File: src/rtl/cdbus_irq_coalesce_if.sv
// Host CSR bus for the interrupt controller: word-addressed, byte-enabled writes
// and a combinational read-data return.
interface cdbus_irq_coalesce_if;
  logic [2:0]  csr_address;
  logic [3:0]  csr_byteenable;
  logic        csr_read;
  logic [31:0] csr_readdata;
  logic        csr_write;
  logic [31:0] csr_writedata;

  modport master (
    output csr_address,
    output csr_byteenable,
    output csr_read,
    output csr_write,
    output csr_writedata,
    input  csr_readdata
  );

  modport slave (
    input  csr_address,
    input  csr_byteenable,
    input  csr_read,
    input  csr_write,
    input  csr_writedata,
    output csr_readdata
  );
endinterface

File: src/rtl/cdbus_irq_coalesce.sv
// N-source interrupt controller: per-source level/sticky status with write-1-to-clear,
// and an irq output coalesced by event count or prescaled timeout.
module cdbus_irq_coalesce #(
  parameter int N_SRC = 7,
  parameter int EVT_W = 8,
  parameter int TMR_W = 16
) (
  input  logic                clk,
  input  logic                reset,
  input  logic [N_SRC-1:0]    src_level,
  cdbus_irq_coalesce_if.slave csr,
  output logic                irq
);

  typedef enum logic [1:0] {
    ST_IDLE  = 2'd0,
    ST_ACCUM = 2'd1,
    ST_FIRE  = 2'd2
  } state_t;

  localparam logic [2:0] A_STATUS   = 3'd0;
  localparam logic [2:0] A_MASK     = 3'd1;
  localparam logic [2:0] A_MODE     = 3'd2;
  localparam logic [2:0] A_CLEAR    = 3'd3;
  localparam logic [2:0] A_COAL     = 3'd4;
  localparam logic [2:0] A_PRESCALE = 3'd5;
  localparam logic [2:0] A_DEBUG    = 3'd6;

  logic [N_SRC-1:0] mask_q;
  logic [N_SRC-1:0] mode_q;
  logic [N_SRC-1:0] status_q;
  logic [N_SRC-1:0] pending;
  logic [N_SRC-1:0] pending_q;
  logic [N_SRC-1:0] clr_bits;
  logic [EVT_W-1:0] thresh_q;
  logic [EVT_W-1:0] evcnt;
  logic [TMR_W-1:0] timeout_q;
  logic [TMR_W-1:0] prescale_q;
  logic [TMR_W-1:0] presc_cnt;
  logic [TMR_W-1:0] timer;
  state_t           state;

  logic [31:0] be_mask;
  logic [31:0] coal_img;
  logic [31:0] rd_mux;
  logic        wr_mask;
  logic        wr_mode;
  logic        wr_clear;
  logic        wr_coal;
  logic        wr_presc;
  logic        evt;
  logic        tick;
  logic        fire_now;
  logic        any_pending;

  function automatic logic [31:0] lane_merge(input logic [31:0] old_v,
                                             input logic [31:0] new_v,
                                             input logic [31:0] lanes);
    return (old_v & ~lanes) | (new_v & lanes);
  endfunction

  assign be_mask  = {{8{csr.csr_byteenable[3]}}, {8{csr.csr_byteenable[2]}},
                     {8{csr.csr_byteenable[1]}}, {8{csr.csr_byteenable[0]}}};
  assign coal_img = (32'(timeout_q) << 16) | 32'(thresh_q);

  assign wr_mask  = csr.csr_write && (csr.csr_address == A_MASK);
  assign wr_mode  = csr.csr_write && (csr.csr_address == A_MODE);
  assign wr_clear = csr.csr_write && (csr.csr_address == A_CLEAR);
  assign wr_coal  = csr.csr_write && (csr.csr_address == A_COAL);
  assign wr_presc = csr.csr_write && (csr.csr_address == A_PRESCALE);

  assign clr_bits = wr_clear ? N_SRC'(csr.csr_writedata & be_mask) : '0;

  always_ff @(posedge clk or posedge reset) begin
    if (reset) begin
      mask_q     <= '0;
      mode_q     <= '0;
      thresh_q   <= EVT_W'(1);
      timeout_q  <= '0;
      prescale_q <= '0;
    end else begin
      if (wr_mask)
        mask_q <= N_SRC'(lane_merge(32'(mask_q), csr.csr_writedata, be_mask));
      if (wr_mode)
        mode_q <= N_SRC'(lane_merge(32'(mode_q), csr.csr_writedata, be_mask));
      if (wr_coal) begin
        thresh_q  <= EVT_W'(lane_merge(coal_img, csr.csr_writedata, be_mask));
        timeout_q <= TMR_W'(lane_merge(coal_img, csr.csr_writedata, be_mask) >> 16);
      end
      if (wr_presc)
        prescale_q <= TMR_W'(lane_merge(32'(prescale_q), csr.csr_writedata, be_mask));
    end
  end

  // Sticky bits hold until cleared, but a concurrent set beats the clear; level bits
  // just follow the input, which also drops any latch when a source leaves sticky mode.
  always_ff @(posedge clk or posedge reset) begin
    if (reset) begin
      status_q  <= '0;
      pending_q <= '0;
    end else begin
      status_q  <= src_level | (mode_q & status_q & ~clr_bits);
      pending_q <= pending;
    end
  end

  assign pending     = status_q & mask_q;
  assign any_pending = |pending;
  assign evt         = |(pending & ~pending_q);
  assign tick        = (presc_cnt >= prescale_q);

  always_ff @(posedge clk or posedge reset) begin
    if (reset)
      presc_cnt <= '0;
    else if ((state == ST_IDLE) && any_pending)
      presc_cnt <= '0;
    else if (tick)
      presc_cnt <= '0;
    else
      presc_cnt <= presc_cnt + TMR_W'(1);
  end

  assign fire_now = (evcnt >= thresh_q) || (thresh_q == '0) ||
                    ((timeout_q != '0) && (timer >= timeout_q));

  // A pending drop always wins over a fire decision in the same cycle.
  always_ff @(posedge clk or posedge reset) begin
    if (reset) begin
      state <= ST_IDLE;
      evcnt <= '0;
      timer <= '0;
      irq   <= 1'b0;
    end else begin
      case (state)
        ST_IDLE: begin
          evcnt <= '0;
          timer <= '0;
          irq   <= 1'b0;
          if (any_pending) begin
            state <= ST_ACCUM;
            evcnt <= EVT_W'(evt);
          end
        end
        ST_ACCUM: begin
          if (!any_pending) begin
            state <= ST_IDLE;
            evcnt <= '0;
            timer <= '0;
          end else if (fire_now) begin
            state <= ST_FIRE;
            irq   <= 1'b1;
          end else begin
            if (evt && (evcnt != '1))
              evcnt <= evcnt + EVT_W'(1);
            if (tick && (timer != '1))
              timer <= timer + TMR_W'(1);
          end
        end
        ST_FIRE: begin
          if (!any_pending) begin
            state <= ST_IDLE;
            evcnt <= '0;
            timer <= '0;
            irq   <= 1'b0;
          end
        end
        default: begin
          state <= ST_IDLE;
          evcnt <= '0;
          timer <= '0;
          irq   <= 1'b0;
        end
      endcase
    end
  end

  always_comb begin
    rd_mux = '0;
    case (csr.csr_address)
      A_STATUS:   rd_mux = 32'(status_q);
      A_MASK:     rd_mux = 32'(mask_q);
      A_MODE:     rd_mux = 32'(mode_q);
      A_CLEAR:    rd_mux = '0;
      A_COAL:     rd_mux = coal_img;
      A_PRESCALE: rd_mux = 32'(prescale_q);
      A_DEBUG:    rd_mux = {16'h0000, 8'(evcnt), 6'b000000, state};
      default:    rd_mux = '0;
    endcase
  end

  assign csr.csr_readdata = csr.csr_read ? rd_mux : '0;

endmodule

File: src/flat_wrapper.sv
// flat-port wrapper written by rule: the top's interface ports become plain ports
module cdbus_irq_coalesce_flat 
#(
  parameter int N_SRC = 7,
  parameter int EVT_W = 8,
  parameter int TMR_W = 16
)
  (clk, reset, src_level, irq, csr_csr_address, csr_csr_byteenable, csr_csr_read, csr_csr_write, csr_csr_writedata, csr_csr_readdata);
  cdbus_irq_coalesce_if csr_i ();
  input  logic clk;
  input  logic reset;
  input  logic [N_SRC-1:0] src_level;
  output logic irq;
  input wire logic [$bits(csr_i.csr_address)-1:0] csr_csr_address;
  input wire logic [$bits(csr_i.csr_byteenable)-1:0] csr_csr_byteenable;
  input wire logic [$bits(csr_i.csr_read)-1:0] csr_csr_read;
  input wire logic [$bits(csr_i.csr_write)-1:0] csr_csr_write;
  input wire logic [$bits(csr_i.csr_writedata)-1:0] csr_csr_writedata;
  output wire logic [$bits(csr_i.csr_readdata)-1:0] csr_csr_readdata;
  assign csr_i.csr_address = csr_csr_address;
  assign csr_i.csr_byteenable = csr_csr_byteenable;
  assign csr_i.csr_read = csr_csr_read;
  assign csr_i.csr_write = csr_csr_write;
  assign csr_i.csr_writedata = csr_csr_writedata;
  assign csr_csr_readdata = csr_i.csr_readdata;
  cdbus_irq_coalesce #(.N_SRC(N_SRC), .EVT_W(EVT_W), .TMR_W(TMR_W)) u_core (.clk(clk), .reset(reset), .src_level(src_level), .csr(csr_i), .irq(irq));
endmodule
File: config.mk
export PLATFORM = sky130hd
export DESIGN_NAME = cdbus_irq_coalesce_flat
export DESIGN_NICKNAME = d
export VERILOG_FILES = /design/src/rtl/cdbus_irq_coalesce_if.sv /design/src/rtl/cdbus_irq_coalesce.sv /design/src/flat_wrapper.sv
export SDC_FILE = /design/constraint.sdc
export NUM_CORES = 1
export LEC_CHECK = 0
export CAP_MARGIN = 20
export CORE_MARGIN = 1
export CORE_UTILIZATION = 25
export CTS_BUF_LIST = sky130_fd_sc_hd__clkbuf_16
export DETAILED_ROUTE_END_ITERATION = 16
export SLEW_MARGIN = 10
export SYNTH_ARGS = -nofsm -noshare
export SYNTH_HDL_FRONTEND = slang
export SYNTH_SLANG_ARGS = --single-unit
File: constraint.sdc
create_clock -name clk -period 3.9 [get_ports clk]
set_clock_uncertainty 0.15 [all_clocks]
set_input_delay 0.78 -clock clk [delete_from_list [all_inputs] [get_ports clk]]
set_output_delay 0.78 -clock clk [all_outputs]
set_load 0.01 [all_outputs]
### Sequential cells grouped by signal name, run 1

Bar = 50 um. Other sequential cells in the stronger grey, the rest of the logic in the fainter grey.
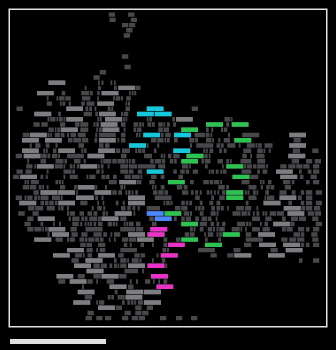
green -> u_core.timer  # placed flops 16
blue -> u_core.state  # placed flops 2
cyan -> u_core.evcnt  # placed flops 8, where centre
magenta -> u_core.pending_q  # placed flops 7, where south
not coloured = 78

### Placement by cell class, run 1

Bar = 50 um.
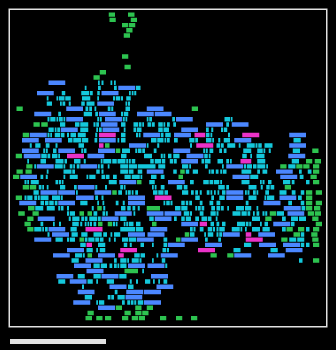
cyan -> all other logic  # cells 564, share of their area 48%
blue -> flip-flops  # cells 111, share of their area 36%
magenta -> clock drivers and dummy loads  # cells 16, share of their area 3.9%
green -> other buffers and delay cells  # cells 100, share of their area 13%
number of standard-cell rows in the floorplan: 59
sequential fraction of total cell area: 34.0%
standard cell core area: 25900 um^2
final core utilization: 31.5%

==> results.txt, run 1 <==
Status of the implementation.

- The run finished with clean final reports.
- The instance count after placement with tap cells included is 1110, for reference.
- The internal power consumption is 2.25 mW, for reference.
- In the final report, the number of endpoints failing setup comes to 0.
- In the Yosys report, the sequential cells make up 42.2% of the chip area.
- Summing every instance area after synthesis gives 6580 um^2.
- Summed over all layers, the routed wires come to 18700 um.
- The initial utilization of the core area, before any placement, comes to 25.4%.
- The die is 164 um tall.
- After layout, the worst setup slack is 0.150 ns.
- The data required time at the worst endpoint is slightly below 3 ns, for reference.
- The final sum of negative setup slack is 0 ns, for reference.
- Setup slack on the worst path after placement came out at 0.146 ns.
- After layout, the buffer instance count without clock buffers stands at 100.
- The first global-routing pass estimated around 30000 um of wire.
- The clock-pin slew reported for the worst setup and hold paths after clock tree synthesis is 0.08 ns, for reference.
- The number of antenna violations at the first check in global routing is 0.
- The worst hold endpoint is u_core.irq, for reference.
- The synthesized netlist was found by Yosys to have around 710 cells.
- The type recorded for the worst min-delay path is register to register.
- STA classifies the critical path startpoint as an input port.
- The worst path needs 3.75 ns of the cycle, external delays included.
- Combinational logic burns 28.8% of the power.
- Once iteration 0 of detailed routing completed, the report listed 358 DRC markers.
- The reported combinational group power is 1.02 mW, for reference.
- The largest power group is registers, for reference.
- Cells with a size suffix above 1 make up 11.5% of the layout.
- The largest contributor to cell area by class is combinational gates, for reference.
- The area fraction in mux cells is 7.64%, for reference.
- The amount of wire on met2 after detailed routing is 8720 um, for reference.
- The met1 wire length is 8670 um, for reference.
- Counting along the longest clock path gives a buffer depth of 2.
- The simple-gate share of the synthesized area is 19.6%, for reference.
- The endpoint class of the critical path is an output pin, for reference.
- The number of cells on the worst reg-to-reg path is 9.
- The total number of vias is around 5.6k, for reference.
- By area the synthesized netlist is led by dfrtp_1, ha_1, mux2_2.
- The fraction of cell area in non-clock buffers is 12.0%, for reference.
- The commonest register cell after synthesis is dfrtp_1, for reference.
- The final-layout fill cell count is 2711, for reference.
- The top cell type by total area after synthesis is dfrtp_1, for reference.
- The critical path class is input port to output pin, for reference.
### Congestion heat map, run 1

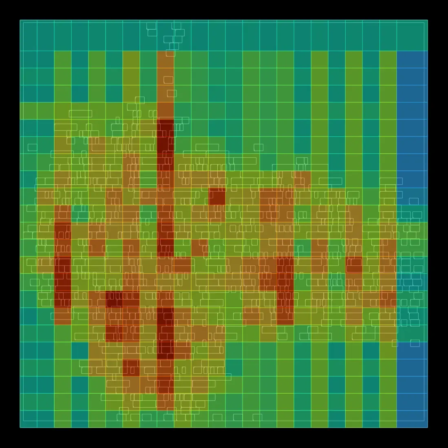
GRT Overall Usage: 14.5%
most utilized layer in the global route result: met2
final routed wire length divided by cell count: 16.6 um
met3 routing resource usage after global routing: 2.55%

==> run 2: changes to the inputs <==
- CAP_MARGIN: 20 -> 10
==> run 2 against run 1 <==
Final cell count did not move. Core utilization is the same. Area after synthesis is the same. Total power is the same. Largest power group unchanged. Highest routed layer unchanged. Largest cell class unchanged. Sequential cell count stayed put.
==> results.txt, run 2 <==
Status of the implementation.

- The flow ran to the end, and the final reports show no timing, DRC or antenna violations.
- The reported combinational group power was 1.02 mW (about the same).
- The largest contributor to cell area by class is combinational gates, for reference.
- The routed length per instance is 16.6 um (unchanged).
- The share of cell area taken by flip-flops and latches is 34.0% (unchanged), for reference.
- The area of the core region came to 25900 um^2 (unchanged).
- The post-synthesis instance area is 6580 um^2 (unchanged), for reference.
- The simple-gate share of the synthesized area is 19.6% (unchanged), for reference.
- The most critical min-delay path falls under register to register.
- The main area contributors are dfrtp_1, ha_1, mux2_2.
- The sum of routed wire length over all layers is 18700 um (unchanged), for reference.
- The clock-pin slew reported for the worst setup and hold paths after clock tree synthesis came to 0.08 ns (about the same).
- The data required time at the worst endpoint came to 2.97 ns (about the same).
- The total number of vias is 5568 (unchanged).
- The initial core utilization is 25.4% (unchanged).
- The length in cells of the worst reg-to-reg path was 9 (unchanged).
- The instance count after placement with tap cells included is 1110 (unchanged), for reference.
- The overall global routing resource usage is 14.5% (unchanged).
- The final critical-path required period is 3.75 ns (unchanged), for reference.
- The share of final-layout standard cells stronger than drive strength 1 is 11.5% (unchanged), for reference.
- Looking at the setup timing report, the critical path kind is input port to output pin.
- The met1 wire length is 8670 um (unchanged), for reference.
- The worst slack at placement is 0.146 ns (unchanged), for reference.
- The number of non-clock buffers was 100 (unchanged).
- The internal power consumption is 2.25 mW (unchanged), for reference.
- The number of antenna violations at the first check in global routing is 0 (unchanged), for reference.
- The number of violations reported at the end of detailed-routing iteration 0 is 358 (unchanged).
- The count of instantiated cells in the yosys netlist is 706 (unchanged), for reference.
- The largest buffer count on any clock path came to 2 (unchanged).
- The final core utilization is 31.5% (unchanged), for reference.
- The global-route wire length before repair is 30000 um (unchanged).
- The combinational cell fraction of total power is 28.8% (about the same), for reference.
- The number of rows in the core area is 59 (unchanged), for reference.
- STA shows the worst min-delay path finishing at u_core.irq.
- The fraction of met3 tracks used by global routing was 2.55% (unchanged).
- The number of setup violations in the final report is 0 (unchanged), for reference.
- The launching element type of the critical path is an input port, for reference.
- In the power breakdown, the biggest contributor is registers.
- The amount of wire on met2 after detailed routing is 8720 um (unchanged).
- The register share after synthesis is 42.2% (unchanged).
### Gate-type map, run 2

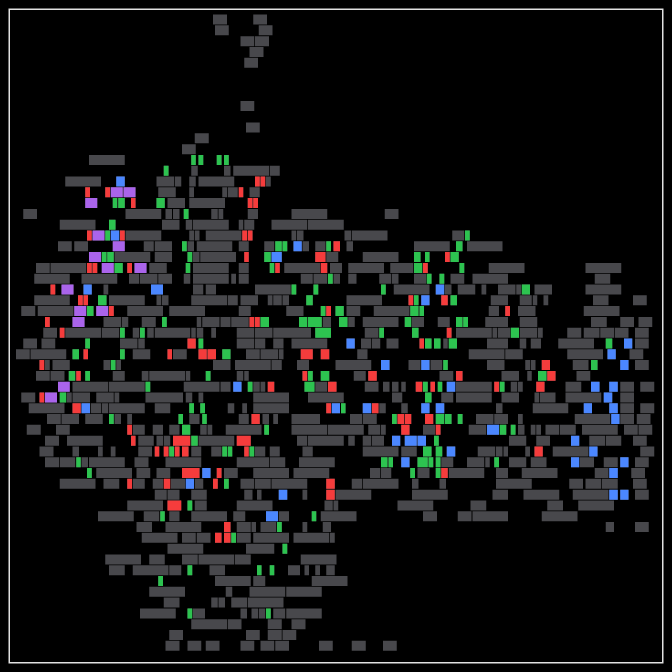
blue -> AND and OR gates  # cells 44, most used and3_1
red -> NOR gates  # cells 88, most used nor2_1
purple -> XOR/XNOR gates  # cells 14, most used xor2_1, where west
green -> NAND gates  # cells 130, most used nand2_1
combinational share of cell area: 42.4%
most frequently placed logic cell in the final layout: dfrtp_1
count of placed standard cells in the final layout, fillers left out: 1126

### Sequential cells grouped by signal name, run 2

Bar = 50 um. Other sequential cells in the stronger grey, the rest of the logic in the fainter grey.
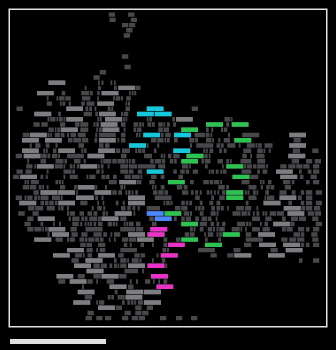
cyan -> u_core.evcnt  # placed flops 8, where centre
blue -> u_core.state  # placed flops 2
magenta -> u_core.pending_q  # placed flops 7, where south
green -> u_core.timer  # placed flops 16
not coloured = 78

### Routed clock nets over the placement, run 2

Bar = 50 um.
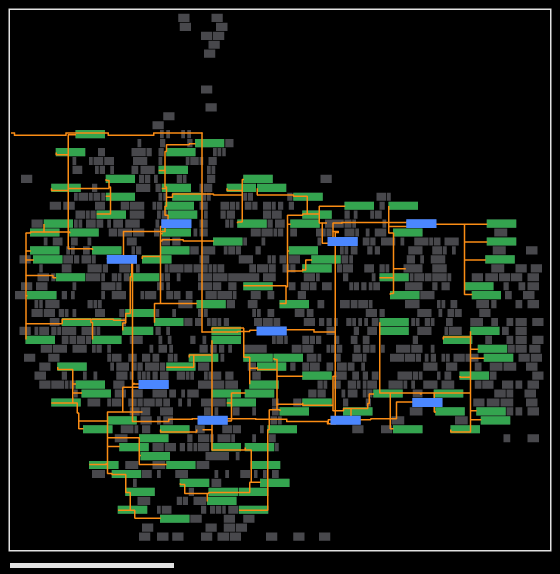
green -> flip-flops  # count 111
blue -> cells driving clock nets  # count 9
orange -> clock wires  # length 1600 um
routed clock nets = 10

==> run 3: changes to the inputs <==
- CORE_MARGIN: 1 -> 1.5
==> run 3 against run 2 <==
Hold slack got worse by 0.0090 ns. Synthesized cell count unchanged. Maximum frequency decreased by 0.60%. Critical path depth decreased by 1. Setup slack got worse by 0.023 ns. Clock power decreased by 6.7%. Critical endpoint is now csr_csr_readdata[25]. Largest power group unchanged. Highest routed layer unchanged.
==> results.txt, run 3 <==
Status of the implementation.

- The run finished with clean final reports.
- The simple-gate share of the synthesized area is 19.6% (unchanged), for reference.
- The count of instantiated cells in the yosys netlist came to 706 (unchanged).
- The worst setup path is launched from an input port.
- The register share after synthesis is 42.2% (unchanged), for reference.
- The beginning of the worst hold path is u_core.presc_cnt[0], for reference.
- The length in cells of the worst reg-to-reg path came to 10 (+1).
- The worst setup path is of the input port to output pin kind.
- The data required time at the worst endpoint came to 2.97 ns (about the same).
- The instance count after placement with tap cells included is 1110 (unchanged).
- The number of setup violations in the final report is 0 (unchanged), for reference.
- The amount of wire on met2 after detailed routing is 8480 um (-2.7%), for reference.
- The net count of the finished layout is 879, for reference.
- The final critical-path required period is 3.77 ns (+0.0226 ns), for reference.
- The share of cell area taken by flip-flops and latches is 34.1% (+0.068 points), for reference.
- The number of violations reported at the end of detailed-routing iteration 0 is 420 (+17%), for reference.
- The net switching power is 1.23 mW, for reference.
- The power dissipated in sequential cells is between 1.5 and 2 mW, for reference.
- The total number of vias came to 5538 (-0.54%).
- The largest buffer count on any clock path is 2 (unchanged), for reference.
- The initial core utilization is 25.4% (unchanged), for reference.
- STA reports the tightest min-delay check as being of type register to register.
- The share of final-layout standard cells stronger than drive strength 1 is 11.4% (-0.11 points), for reference.
- In the finished design, the share of the clock period the worst path needs comes to approximately 97%.
- The area of the core region is 25900 um^2 (unchanged), for reference.
- The number of rows in the core area is 59 (unchanged), for reference.
- The met1 wire length is 8940 um (+3.0%), for reference.
- Post-CTS repair changed the size of 0 cells.
- The post-synthesis instance area is 6580 um^2 (unchanged), for reference.
- The clock-pin slew reported for the worst setup and hold paths after clock tree synthesis is 0.07 ns (about the same), for reference.
- The reported combinational group power came to 1.00 mW (about the same).
- The main area contributors are dfrtp_1, ha_1, mux2_2.
- The max-cap violation count is 0, for reference.
- The internal power consumption came to 2.23 mW (-1.1%).
- The overall global routing resource usage was 14.1% (-0.38 points).
- The number of non-clock buffers came to 100 (unchanged).
- The final core utilization is 31.5% (-0.063 points), for reference.
- The number of antenna violations at the first check in global routing is 1 (+1), for reference.
- The combinational cell fraction of total power was 29.0% (+0.2 points).
- The global-route wire length before repair is 29600 um (-1.5%).
- Of all power groups, the one with the highest power is registers.
- The sum of routed wire length over all layers is 18600 um (-0.23%), for reference.
- The largest contributor to cell area by class is combinational gates, for reference.
### Gate-type map, run 3

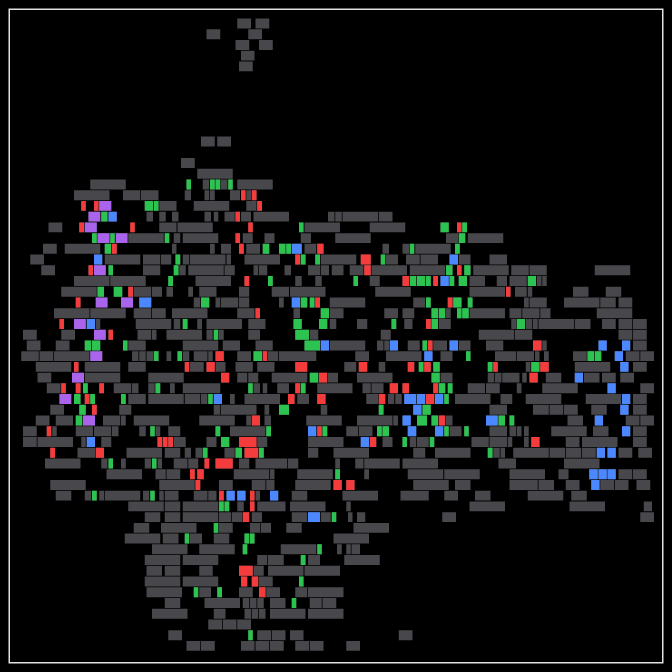
blue -> AND and OR gates  # cells 44, most used and3_1
purple -> XOR/XNOR gates  # cells 14, most used xor2_1, where west
green -> NAND gates  # cells 130, most used nand2_1
red -> NOR gates  # cells 88, most used nor2_1
count of placed standard cells in the final layout, fillers left out: 1125
combinational share of cell area: 42.5%

### Routed clock nets over the placement, run 3

Bar = 50 um.
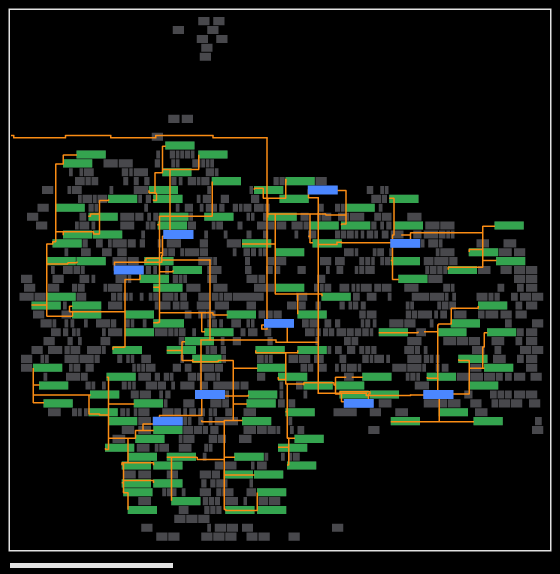
orange -> clock wires  # length 1520 um
blue -> cells driving clock nets  # count 9
green -> flip-flops  # count 111
routed clock nets = 10
Clock Power Share: 25.5%
insertion delay of the later-clocked pin in the worst-skew pair: 0.36 ns
reported clock group power: 0.881 mW

### Congestion heat map, run 3

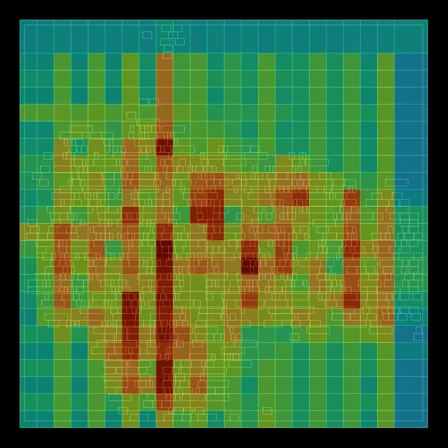
final routed wire length divided by cell count: 16.5 um
met3 routing resource usage after global routing: 2.60%
met1 Use GR: 19.1%

No activity file was given, so power comes from the tool's default toggle rates.
